run_1/io_placement.png
Pins as bars across the die edge, other pins in grey.
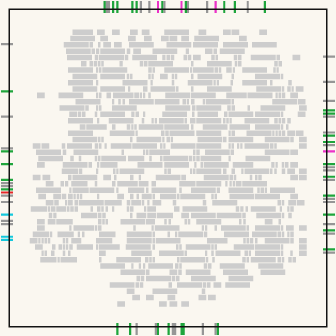
run_1/flops_by_reg.png
Other sequential cells in the stronger grey, the rest of the logic in the fainter grey.
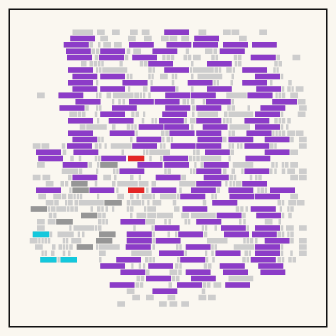
run_1/wires.png
Only two layers are drawn.
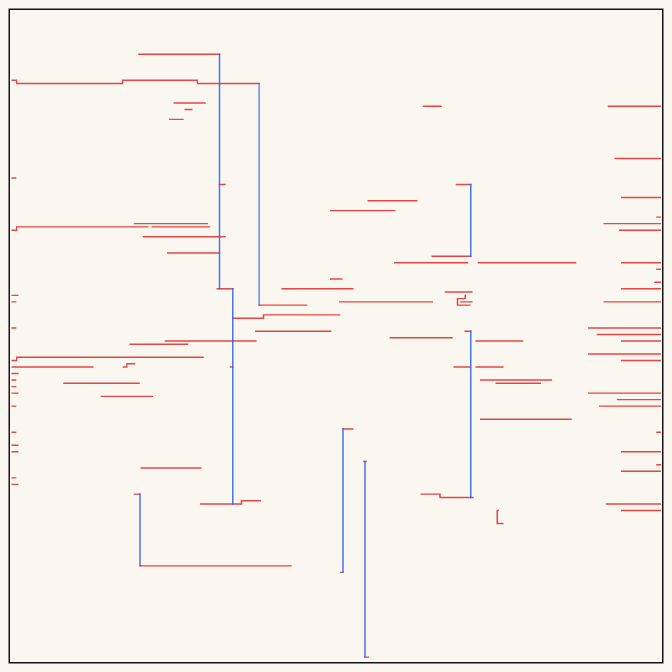
run_1/layer_met3.png
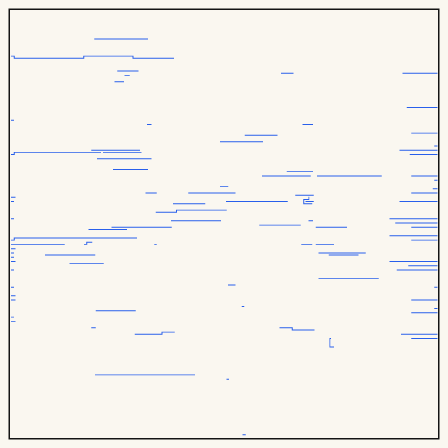
==> config.mk <==
export PLATFORM = sky130hd
export DESIGN_NAME = fma_result_collector
export DESIGN_NICKNAME = d
export VERILOG_FILES = /design/src/rtl/fma_result_collector.sv
export SDC_FILE = /design/constraint.sdc
export NUM_CORES = 1
export LEC_CHECK = 0
export ABC_AREA = 1
export CAP_MARGIN = 20
export CELL_PAD_IN_SITES_DETAIL_PLACEMENT = 0
export CELL_PAD_IN_SITES_GLOBAL_PLACEMENT = 1
export CORE_MARGIN = 8
export CORE_UTILIZATION = 45
export CTS_CLUSTER_DIAMETER = 80
export DETAILED_ROUTE_END_ITERATION = 16
export MAX_ROUTING_LAYER = met4
export PLACE_DENSITY = 0.8
export REMOVE_ABC_BUFFERS = 1
export SETUP_SLACK_MARGIN = 0.2
export SYNTH_ARGS = -nofsm -noshare
export SYNTH_HDL_FRONTEND = slang
export SYNTH_SLANG_ARGS = --single-unit
export TNS_END_PERCENT = 20
==> constraint.sdc <==
create_clock -name clk -period 6.5 [get_ports clk]
set_input_delay 0.65 -clock clk [delete_from_list [all_inputs] [get_ports clk]]
set_output_delay 0.65 -clock clk [all_outputs]
set_load 0.02 [all_outputs]
==> flow_summary.toml, run 1 <==
# flow metrics
[outcome]
result_of_the_run = "complete, no violations"

[synthesis]
xor_xnor_area_share_pct = 0
ys_sh_simple_pct = 12.6
synthesized_netlist_cell_count = 555
post_synth_mux_area_share_pct = 0
syn_area_per_cell_um2 = 11.7
post_synth_instance_area_mm2 = 0.00648
ys_warn_count = 0
post_synth_fa_ha_maj_area_fraction_pct = 1.78
ys_chip_area_mm2 = 0.00648
count_of_unique_library_cells_instantiated_by_yosys = 21
netlist_logic_family_top = "simple AND/OR/NAND/NOR gates"
yosys.stat.seqShare_pct = 71.3

[cells_and_area]
layout.cells.most_common = "nor2_1"
postLayoutCellArea_mm2 = 0.00805
syn_to_final_growth_pct = 24.2
drive_above_1_share_pct = 7.15
multiInputGateArea_mm2 = 0.00158
layout.filler_cells = 1195
layout_top_cells = "nor2_1, edfxtp_1, clkdlybuf4s50_1"
max_ffs_per_register = 144
insertedDiodeCount = 0
nNetsFinal = 674

[routing]
iteration_0_drc_markers = 292
detail_route.vias_per_cell = 5.17
drt_first_pass_iters = 5
routed.top_layer = "met4"
drc_errors = 0
dr_wl_met2_um = 6700
antenna_violating_nets_post_route = 0

[die]
core_mm2 = 0.0143
fp_util_pct = 45.3
chip_area_mm2 = 0.0185
row_count = 44

[timing]
fin_tns_setup_ns = 0
max_slew.worst_pin.slew_ns = 0.898
worst_hold_check_slack_ns = 0.410
setup_slack_ns = 2.81
finalCritPeriodShare_pct = 56.8
finalCriticalPeriod_ns = 3.69
unrepaired_setup_endpoints_after_global_routing = "false"
finalClockSkew_ns = 0.00485

[pwr]
maxPowerGroup = "registers"
peakVddDrop_mv = 0.339
clock_share_of_power_pct = 35.1
p_comb_share_pct = 27.5
power.leakage_nw = 2.76
power.share.switching_pct = 30.2

[critical_path]
worst_path_largest_cell_delay_ns = 0.67
worstPathBufferInverterCount = 3
worst_setup_path_start_kind = "flop"
critPathKind = "flop to output port"
timing.critical_path.arrival_ns = 3.04
crit_required_ns = 5.85
timing.reg2reg.setup_slack_ns = 4.46
end_kind = "output port"

[clock_network]
clkSlewWorstSetupHoldPaths_ns = 0.06
clock_tree.root_cell = "clkbuf_16"
tritoncts = "built"
postCtsHoldBufs = 0
clock_sink_count = 159
htree_num_levels = 4
clock_insertion_delay_worst_skew_ns = 0.42

[grt]
globalRouteMet2Util_pct = 25.5
antenna_found_initial = 0
grtUsageMet1_pct = 19.2
grt_pass1_vias = 4276

[flow_run]
cap_violations = 0
openroad.warnings = 28

[placed_design]
post_dp_hpwl_um = 8290
place_ws_ns = 3.25
gp_congestion = 0.778

[min_path]
holdPathStages = 2
Notes on io_placement.png above:
legend:
  green:
    port: fma_result
    pins: 32
    direction: input
    edge: 10 right, 10 top, 7 bottom, 5 left
  magenta:
    port: out_flags
    pins: 4
    direction: output
    edge: 3 top, 1 right
  red:
    port: issue_ready
    pins: 1
    direction: output
    edge: left
  cyan:
    port: occupancy
    pins: 3
    direction: output
    edge: left
all pins by edge: 25 right, 21 top, 18 left, 13 bottom
total of buffers placed on input and output ports: 76
vertical die size: 136 µm
Die X: 136 µm

Notes on flops_by_reg.png above:
legend:
  cyan:
    signal: occupancy
    sequential_cells: 3
  red:
    signal: r_wr_ptr
    sequential_cells: 2
  purple:
    signal: r_mem
    sequential_cells: 144
not coloured: 10
total area of sequential cells: 0.00463 mm²
power drawn by the sequential cells: 1.18 mW
sequential share of cell area: 57.5%
final core occ: 56.3%

Notes on wires.png above:
legend:
  red:
    layer: metal 3
    wire_length: 835 µm
  blue:
    layer: metal 4
    wire_length: 275 µm
via count: 4274
Global Route Usage Sum: 16.1%
routed len/inst: 16.9 µm

Notes on layer_met3.png above:
nets with wire on the layer: 61
longest straight run: 38.9 µm
wire length on this layer: 835 µm
met3 routing resource usage after global routing: 3.92%
total wire length after detailed routing: 14000 µm

[run 1: cells in the mapped netlist, drive strengths merged]
master    n  area, µm²
nand4     4       25.0
nand3     6       30.0
inv      29        114
nor2    176        661
a31oi     1       6.26
clkbuf    7       35.0
buf      18        161
fa        2       40.0
edfxtp  144       4320
dfxtp    15        300
a21oi    44        220
or2       1       6.26
nand2    22       82.6
o21ai    78        390
and2      2       12.5
ha        6       75.1
[run 1: area by class of cell]
class | instances | area share (%)
flip-flops and latches | 159 | 57.5
multi-input cells | 342 | 19.6
repair buffers | 81 | 10.4
clock buffers | 17 | 5.28
clock inverters | 15 | 3.00
well taps | 184 | 2.86
inverters | 29 | 1.41
==> run 2: changes to the inputs <==
--- a/config.mk
+++ b/config.mk
@@ -10,11 +10,11 @@
 export CELL_PAD_IN_SITES_DETAIL_PLACEMENT = 0
 export CELL_PAD_IN_SITES_GLOBAL_PLACEMENT = 1
 export CORE_MARGIN = 8
-export CORE_UTILIZATION = 45
+export CORE_UTILIZATION = 44
 export CTS_CLUSTER_DIAMETER = 80
 export DETAILED_ROUTE_END_ITERATION = 16
 export MAX_ROUTING_LAYER = met4
-export PLACE_DENSITY = 0.8
+export PLACE_DENSITY = 0.78
 export REMOVE_ABC_BUFFERS = 1
 export SETUP_SLACK_MARGIN = 0.2
 export SYNTH_ARGS = -nofsm -noshare
==> constraint.sdc (replaced) <==
create_clock -name clk -period 3.5 [get_ports clk]
set_input_delay 0.35 -clock clk [delete_from_list [all_inputs] [get_ports clk]]
set_output_delay 0.35 -clock clk [all_outputs]
set_load 0.02 [all_outputs]
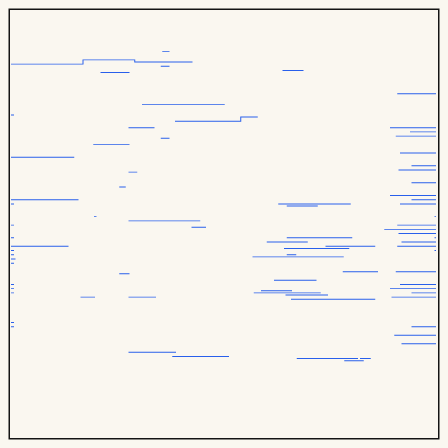
run_2/layer_met3.png
total wire length after detailed routing: 14000 µm
via count: 4195
met3 routing resource usage after global routing: 4.52%

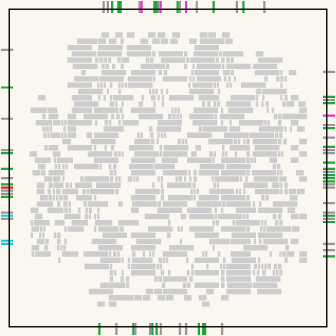
run_2/io_placement.png
Pins as bars across the die edge, other pins in grey.
legend:
  magenta:
    port: out_flags
    pins: 4
    direction: output
    edge: 3 top, 1 right
  red:
    port: issue_ready
    pins: 1
    direction: output
    edge: left
  green:
    port: fma_result
    pins: 32
    direction: input
    edge: 12 right, 8 top, 7 bottom, 5 left
  cyan:
    port: occupancy
    pins: 3
    direction: output
    edge: left
vertical die size: 137 µm
Die X: 137 µm

==> run 2 against run 1 <==
Clock skew is 0.0013 ns higher; hold slack worse by 0.0067 ns; final area is 0.65% lower; sequential share of layout area is 0.38 points higher; clock power is about 60% higher; die area is 2.0% higher; flip-flop count stayed put; non-clock buffer count is 3 higher; largest cell class unchanged.
==> flow_summary.toml, run 2 <==
# flow metrics
[critical_path]
critPathKind = "flop to output port"
worst_setup_path_start_kind = "flop"
worstPathBufferInverterCount = 2
timing.reg2reg.setup_slack_ns = 1.48
crit_required_ns = 3.15
timing.critical_path.arrival_ns = 2.59

[pwr]
powerSeq_mw = 2.18
power.leakage_nw = 2.77
maxPowerGroup = "registers"
clock_share_of_power_pct = 31.9
power.share.switching_pct = 31.0

[timing]
worst_hold_check_slack_ns = 0.403
finalClockSkew_ns = 0.00614
fin_tns_setup_ns = 0
finalCritPeriodShare_pct = 84.1
timing_max_transition_violations_final = 0
max_slew.worst_pin.slew_ns = 0.766
setup_slack_ns = 0.556
finalCriticalPeriod_ns = 2.94
unrepaired_setup_endpoints_after_global_routing = "false"

[routing]
drt_first_pass_iters = 5
detail_route.vias_per_cell = 5.05
antenna_violating_nets_post_route = 0
iteration_0_drc_markers = 311

[placed_design]
gp_congestion = 0.798
place_ws_ns = 0.850
post_dp_hpwl_um = 8690

[synthesis]
top_cell = "nor2_1"
edf_count = 144
ys_warn_count = 0
syn_area_per_cell_um2 = 11.7
ys_chip_area_mm2 = 0.00648
post-synth-top-area-fraction_pct = 66.7
post_synth_instance_area_mm2 = 0.00648
count_of_unique_library_cells_instantiated_by_yosys = 21
synth_stat.cells = 555
yosys-top-cells-count = "nor2_1, edfxtp_1, o21ai_1"
yosys.stat.seqShare_pct = 71.3
ff_type = "edfxtp_1"
yosys-top-cells-area = "edfxtp_1, nor2_1, dfxtp_1, o21ai_1, a21oi_1"
largest_area_contributor_in_the_netlist = "edfxtp_1"
synth-async-reset-ratio_pct = 0
synthesized_netlist_cell_count = 555

[grt]
grtUsageMet1_pct = 20.4
globalRouteMet2Util_pct = 24.5
grt_use_total_pct = 16.2
grt_pass1_vias = 4294
antenna_found_initial = 0

[clock_network]
clock_insertion_delay_worst_skew_ns = 0.42
htree_num_levels = 4
tritoncts = "built"
clock_sink_count = 159
clock_tree.root_cell = "clkbuf_16"
clkSlewWorstSetupHoldPaths_ns = 0.06

[outcome]
result_of_the_run = "complete, no violations"

[cells_and_area]
nNetsFinal = 677
drive_above_1_share_pct = 7.28
layout.cells.most_common = "nor2_1"
fin_util_pct = 55.3
insertedDiodeCount = 0
layout_top_cells = "nor2_1, edfxtp_1, clkdlybuf4s50_1"
postLayoutCellArea_mm2 = 0.00800
syn_to_final_growth_pct = 23.4

[flow_run]
cap_violations = 0
openroad.warnings = 28

[min_path]
holdPathStages = 2

[die]
chip_area_mm2 = 0.0189
core_mm2 = 0.0145
fp_util_pct = 44.8
run 2: per-layer routing:
layer  share of wire [%]  up-vias
met1                  45     1997
met2                  47      108
met4                 1.5        0
li1                    -     2073
met3                 6.0       17
met5                   0        -
run 2: cell families after synthesis:
group	after synthesis	share of synthesized area, %
and+or+nand+nor	211	12.6
DFF	159	71.3
AOI/OAI and AO/OA	123	9.51
buffers and inverters	54	4.79
adders and majority gates	8	1.78
run 2: final cells by class:
cell class | instances | area (µm²)
Inverter | 29 | 114
Timing Repair Buffer | 84 | 858
Clock buffer | 25 | 551
Multi-Input combinational cell | 342 | 1580
Clock inverter | 7 | 41.3
Sequential cell | 159 | 4630
Fill cell | 1205 | 6480
Tap cell | 184 | 230
No activity file was given, so power comes from the tool's default toggle rates.
